--- src/rtl/branch_predictor_dyn_if.sv ---
// Lookup/update port bundle between the ID/EX pipeline
// stages and the dynamic branch predictor.
interface branch_predictor_dyn_if #(
  parameter int PC_WIDTH   = 32,
  parameter int IDX_BITS   = 4,
  parameter int STAT_WIDTH = 32
);
  logic [PC_WIDTH-1:0]   i_lookup_pc;
  logic                  o_predict_taken;
  logic [IDX_BITS-1:0]   o_lookup_idx;
  logic                  i_update_valid;
  logic [IDX_BITS-1:0]   i_update_idx;
  logic                  i_update_taken;
  logic                  i_update_mispredicted;
  logic [IDX_BITS-1:0]   o_ghr;
  logic [STAT_WIDTH-1:0] o_branch_count;
  logic [STAT_WIDTH-1:0] o_mispredict_count;

  modport master (
    output i_lookup_pc,
    output i_update_valid,
    output i_update_idx,
    output i_update_taken,
    output i_update_mispredicted,
    input  o_predict_taken,
    input  o_lookup_idx,
    input  o_ghr,
    input  o_branch_count,
    input  o_mispredict_count
  );

  modport slave (
    input  i_lookup_pc,
    input  i_update_valid,
    input  i_update_idx,
    input  i_update_taken,
    input  i_update_mispredicted,
    output o_predict_taken,
    output o_lookup_idx,
    output o_ghr,
    output o_branch_count,
    output o_mispredict_count
  );
endinterface

--- src/rtl/branch_predictor_dyn.sv ---
// Bimodal/gshare predictor: combinational ID lookup,
// EX-resolved training of saturating counters plus stats.
module branch_predictor_dyn #(
  parameter int ENTRIES    = 16,
  parameter int CTR_BITS   = 2,
  parameter int MODE       = 0,
  parameter int PC_WIDTH   = 32,
  parameter int STAT_WIDTH = 32
) (
  input logic clk,
  input logic reset,
  branch_predictor_dyn_if.slave bp
);
  localparam int IDX_BITS = $clog2(ENTRIES);

  localparam logic [CTR_BITS-1:0] CTR_MAX  = '1;
  localparam logic [CTR_BITS-1:0] CTR_INIT = CTR_MAX >> 1;
  localparam logic [STAT_WIDTH-1:0] STAT_MAX = '1;

  logic [CTR_BITS-1:0]   ctr [ENTRIES];
  logic [IDX_BITS-1:0]   ghr;
  logic [IDX_BITS-1:0]   ghr_nxt;
  logic [IDX_BITS-1:0]   pc_idx;
  logic [IDX_BITS-1:0]   look_idx;
  logic [CTR_BITS-1:0]   upd_cur;
  logic [CTR_BITS-1:0]   upd_nxt;
  logic [STAT_WIDTH-1:0] br_cnt;
  logic [STAT_WIDTH-1:0] mp_cnt;

  assign pc_idx = bp.i_lookup_pc[IDX_BITS+1:2];

  logic unused_pc;
  if (PC_WIDTH > IDX_BITS + 2) begin : g_pc_hi
    assign unused_pc = ^{bp.i_lookup_pc[PC_WIDTH-1:IDX_BITS+2],
                         bp.i_lookup_pc[1:0]};
  end else begin : g_pc_lo
    assign unused_pc = ^bp.i_lookup_pc[1:0];
  end

  if (MODE == 1) begin : g_gshare
    assign look_idx = pc_idx ^ ghr;
  end else begin : g_bimodal
    assign look_idx = pc_idx;
  end

  if (IDX_BITS == 1) begin : g_ghr1
    assign ghr_nxt = bp.i_update_taken;
  end else begin : g_ghrn
    assign ghr_nxt = {ghr[IDX_BITS-2:0], bp.i_update_taken};
  end

  assign upd_cur = ctr[bp.i_update_idx];

  always_comb begin
    upd_nxt = upd_cur;
    unique case (1'b1)
      bp.i_update_taken && (upd_cur != CTR_MAX):
        upd_nxt = upd_cur + 1'b1;
      !bp.i_update_taken && (upd_cur != '0):
        upd_nxt = upd_cur - 1'b1;
      default:
        upd_nxt = upd_cur;
    endcase
  end

  always_ff @(posedge clk) begin
    if (reset) begin
      for (int i = 0; i < ENTRIES; i++) begin
        ctr[i] <= CTR_INIT;
      end
      ghr    <= '0;
      br_cnt <= '0;
      mp_cnt <= '0;
    end else if (bp.i_update_valid) begin
      ctr[bp.i_update_idx] <= upd_nxt;
      ghr <= ghr_nxt;
      if (br_cnt != STAT_MAX) begin
        br_cnt <= br_cnt + 1'b1;
      end
      if (bp.i_update_mispredicted && (mp_cnt != STAT_MAX)) begin
        mp_cnt <= mp_cnt + 1'b1;
      end
    end
  end

  // Read uses the pre-edge table: no write-to-read bypass.
  assign bp.o_predict_taken    = ctr[look_idx][CTR_BITS-1];
  assign bp.o_lookup_idx       = look_idx;
  assign bp.o_ghr              = ghr;
  assign bp.o_branch_count     = br_cnt;
  assign bp.o_mispredict_count = mp_cnt;
endmodule

--- src/flat_wrapper.sv ---
// flat-port wrapper written by rule: the top's interface ports become plain ports
module branch_predictor_dyn_flat 
#(
  parameter int ENTRIES    = 16,
  parameter int CTR_BITS   = 2,
  parameter int MODE       = 0,
  parameter int PC_WIDTH   = 32,
  parameter int STAT_WIDTH = 32
)
  (clk, reset, bp_i_lookup_pc, bp_i_update_valid, bp_i_update_idx, bp_i_update_taken, bp_i_update_mispredicted, bp_o_predict_taken, bp_o_lookup_idx, bp_o_ghr, bp_o_branch_count, bp_o_mispredict_count);
  branch_predictor_dyn_if #(.PC_WIDTH(PC_WIDTH), .IDX_BITS(4), .STAT_WIDTH(STAT_WIDTH)) bp_i ();
  input logic clk;
  input logic reset;
  input wire logic [$bits(bp_i.i_lookup_pc)-1:0] bp_i_lookup_pc;
  input wire logic [$bits(bp_i.i_update_valid)-1:0] bp_i_update_valid;
  input wire logic [$bits(bp_i.i_update_idx)-1:0] bp_i_update_idx;
  input wire logic [$bits(bp_i.i_update_taken)-1:0] bp_i_update_taken;
  input wire logic [$bits(bp_i.i_update_mispredicted)-1:0] bp_i_update_mispredicted;
  output wire logic [$bits(bp_i.o_predict_taken)-1:0] bp_o_predict_taken;
  output wire logic [$bits(bp_i.o_lookup_idx)-1:0] bp_o_lookup_idx;
  output wire logic [$bits(bp_i.o_ghr)-1:0] bp_o_ghr;
  output wire logic [$bits(bp_i.o_branch_count)-1:0] bp_o_branch_count;
  output wire logic [$bits(bp_i.o_mispredict_count)-1:0] bp_o_mispredict_count;
  assign bp_i.i_lookup_pc = bp_i_lookup_pc;
  assign bp_i.i_update_valid = bp_i_update_valid;
  assign bp_i.i_update_idx = bp_i_update_idx;
  assign bp_i.i_update_taken = bp_i_update_taken;
  assign bp_i.i_update_mispredicted = bp_i_update_mispredicted;
  assign bp_o_predict_taken = bp_i.o_predict_taken;
  assign bp_o_lookup_idx = bp_i.o_lookup_idx;
  assign bp_o_ghr = bp_i.o_ghr;
  assign bp_o_branch_count = bp_i.o_branch_count;
  assign bp_o_mispredict_count = bp_i.o_mispredict_count;
  branch_predictor_dyn #(.ENTRIES(ENTRIES), .CTR_BITS(CTR_BITS), .MODE(MODE), .PC_WIDTH(PC_WIDTH), .STAT_WIDTH(STAT_WIDTH)) u_core (.clk(clk), .reset(reset), .bp(bp_i));
endmodule
--- config.mk ---
export PLATFORM = sky130hd
export DESIGN_NAME = branch_predictor_dyn_flat
export DESIGN_NICKNAME = d
export VERILOG_FILES = /design/src/rtl/branch_predictor_dyn_if.sv /design/src/rtl/branch_predictor_dyn.sv /design/src/flat_wrapper.sv
export SDC_FILE = /design/constraint.sdc
export NUM_CORES = 1
export LEC_CHECK = 0
export CAP_MARGIN = 5
export CORE_MARGIN = 8
export CORE_UTILIZATION = 51
export CTS_CLUSTER_DIAMETER = 80
export DETAILED_ROUTE_END_ITERATION = 16
export PLACE_DENSITY_LB_ADDON = 0.2
export SYNTH_ARGS = -nofsm -noshare
export SYNTH_HDL_FRONTEND = slang
export SYNTH_SLANG_ARGS = --single-unit
export TNS_END_PERCENT = 5
--- constraint.sdc ---
create_clock -name clk -period 2.3 [get_ports clk]
set_clock_uncertainty 0.05 [all_clocks]
set_input_delay 0.23 -clock clk [delete_from_list [all_inputs] [get_ports clk]]
set_output_delay 0.23 -clock clk [all_outputs]
set_load 0.1 [all_outputs]
clk_routes.png
Scale bar: 20 um.
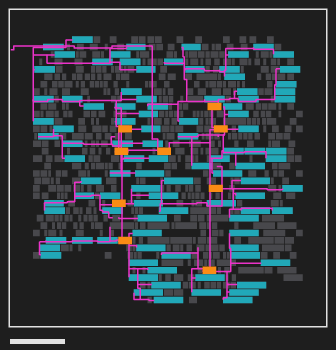
[clock wires] magenta | length: 1160 um
[flip-flops] cyan | count: 100
[clock drivers] orange | count: 9
flops lie	all over the die
Clk. pwr: 0.00110 W
clock power share: 32.9%

sizes.png
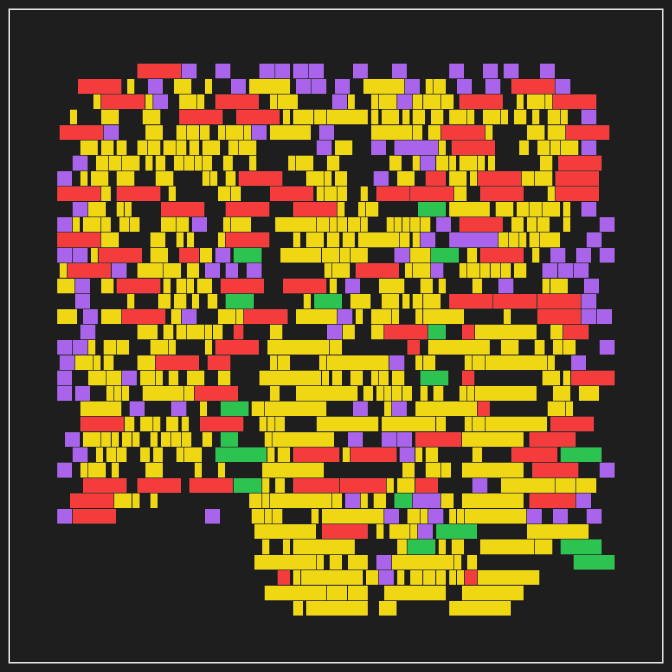
size	colour	cells
_0 and _1 cells	yellow	432
_6 and larger	green	17
_2 cells	red	78
_3 and _4 cells	purple	109
synthesis-to-layout area growth: 24.12%
nonclk buf count: 120

==> CHANGELOG.md <==
### Implementation results

* RD Place Congestion at 0.8002
* Post-synth EDFFs at 32
* Placed cells at 754
* Top cells, area: dfxtp_1 (27%), edfxtp_1 (19%), nor2_1 (6.4%), xor2_1 (5.2%), mux4_2 (4.5%)
* Nets at 675
* Worst path required time at 2.02 ns
* CTS clock-pin slew for the worst setup and hold paths at 0.09 ns
* Sequential area share after synthesis at 45.96%
* Min Hold Slack at 0.2976 ns
* DR vias at 4202
* Combinational power share at 11.4%
* Critical path class: reg2out
* Max cap viols at 0
* Met3 wire len at 789 um
* Chip area at 0.01335 mm^2
* Core Box Area at 0.009684 mm^2
* Num ports at 114
* TritonRoute pass-1 iters at 4
* Post-synth top cells: nor2_1 (86), dfxtp_1 (68), nand2_1 (55)
* # H-tree levels at 3
* Number of setup buffers added after CTS at 0
* Critical register-to-register path startpoint: u_core.ctr[5][1]$_SDFFCE_PN0P_
* Most used DFF post-synth: dfxtp_1
* Mapped cell area at 0.005052 mm^2
* Outcome: finished, final reports clean
* Worst setup endpoint: bp_o_predict_taken
* # diodes at 0
* Unrepaired setup endpoints after global routing: yes
* Tool warnings at 56
* Synth warn at 0
* Synth flops at 100
* Vias/cell at 5.464
* Least-Margin Pin Slew at 0.5007 ns
* Worst VDD drop at 0.3098 mV
* Global Route Usage Sum at 18.50%
* Highest Clock Rate at 0.4447 GHz
* Distinct lib cells used at 48
* Fin. max-slew vios at 0
* Cell with the most instances after synthesis: nor2_1
* Latency at later pin at 0.37 ns
* Final non-filler cell total at 769
* Syn nets at 574
placement.png
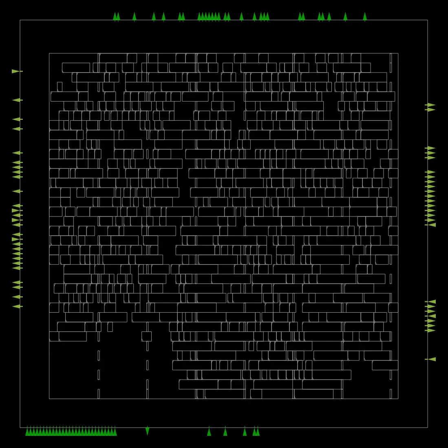
Seq area share: 38.13%
fin util: 64.75%
Fillers: 827

-- cells by family after synthesis --
group,Yosys count,share of synthesized area [%]
buf+inv,33,3.739
mux,21,7.628
xor+xnor,55,9.534
fa+ha+maj,4,0.9904
flops,100,45.96
compound gates,28,3.467
simple gates,290,28.68
-- timing repair --
item / 4_1_cts / 5_1_grt
resized: 2 / 0
endpoints found under the setup margin: 3 / 1
hold endpoints to repair: 0 / 0
hold buffers: 0 / 0
-- per-stage QoR --
step / TNS (ns) / area, um^2 / setup WS, ns
2_1_floorplan: -0.2642 / 5121 / -0.06234
3_3_place_gp: -9.979 / 6086 / -0.3311
3_5_place_dp: -11.68 / 6086 / -0.3905
4_1_cts: 0 / 6271 / 0.03373
5_1_grt: -0.0009341 / 6271 / -0.0009341
6_report: 0 / 6271 / 0.05150
-- layout make-up --
cell class	count	area (um^2)	share of cell area (%)
Tap cell	133	166.4	2.654
Clock buffer	10	148.9	2.374
Clock inverter	5	38.79	0.6185
Timing Repair Buffer	120	973.4	15.52
Sequential cell	100	2391	38.13
Multi-Input combinational cell	398	2541	40.52
Inverter	3	11.26	0.1796
-- power by group through the flow --
| stage | Combinational [W] | Clock, W | Sequential, W |
|---|---|---|---|
| after floorplan | 0.000211 | 0 | 0.00195 |
| after global placement | 0.000375 | 0 | 0.00190 |
| after global routing | 0.000406 | 0.00119 | 0.00186 |
| final | 0.000382 | 0.00110 | 0.00186 |
| after detailed placement | 0.000383 | 0 | 0.00190 |
| after CTS | 0.000383 | 0.00112 | 0.00186 |
-- worst min-delay path by stage --
stage	from	end	cells past startpoint
after CTS	reset	u_core.ctr[12][0]$_SDFFCE_PN1P_	4
after floorplan	bp_i_update_taken	u_core.bp.o_ghr[0]$_SDFFE_PP0P_	2
final	reset	u_core.ctr[12][0]$_SDFFCE_PN1P_	4
after global routing	reset	u_core.ctr[12][0]$_SDFFCE_PN1P_	4
after detailed placement	u_core.bp.o_ghr[3]$_SDFFE_PP0P_	u_core.bp.o_ghr[3]$_SDFFE_PP0P_	2
after global placement	u_core.bp.o_ghr[3]$_SDFFE_PP0P_	u_core.bp.o_ghr[3]$_SDFFE_PP0P_	2
-- worst max-delay path, stage by stage, from the launching register on --
cell	delay, ns
edfxtp_1	0.42
mux4_2	0.51
mux4_2	0.50
buf_12	0.19
-- per-layer routing --
| layer | up-vias | global-route usage (%) |
|---|---|---|
| met5 | - | 0 |
| met4 | 2 | 5.517 |
| met3 | 11 | 3.700 |
| met2 | 130 | 30.58 |
| met1 | 1988 | 23.88 |
| li1 | 2071 | - |
-- registers in the layout, indices dropped and copies added (netlist names) --
register,count
u_core.bp.o_mispredict_count,32
u_core.bp.o_ghr,4
u_core.ctr,32
u_core.bp.o_branch_count,32
Power figures rest on the tool's default switching activity, not on a simulated workload.
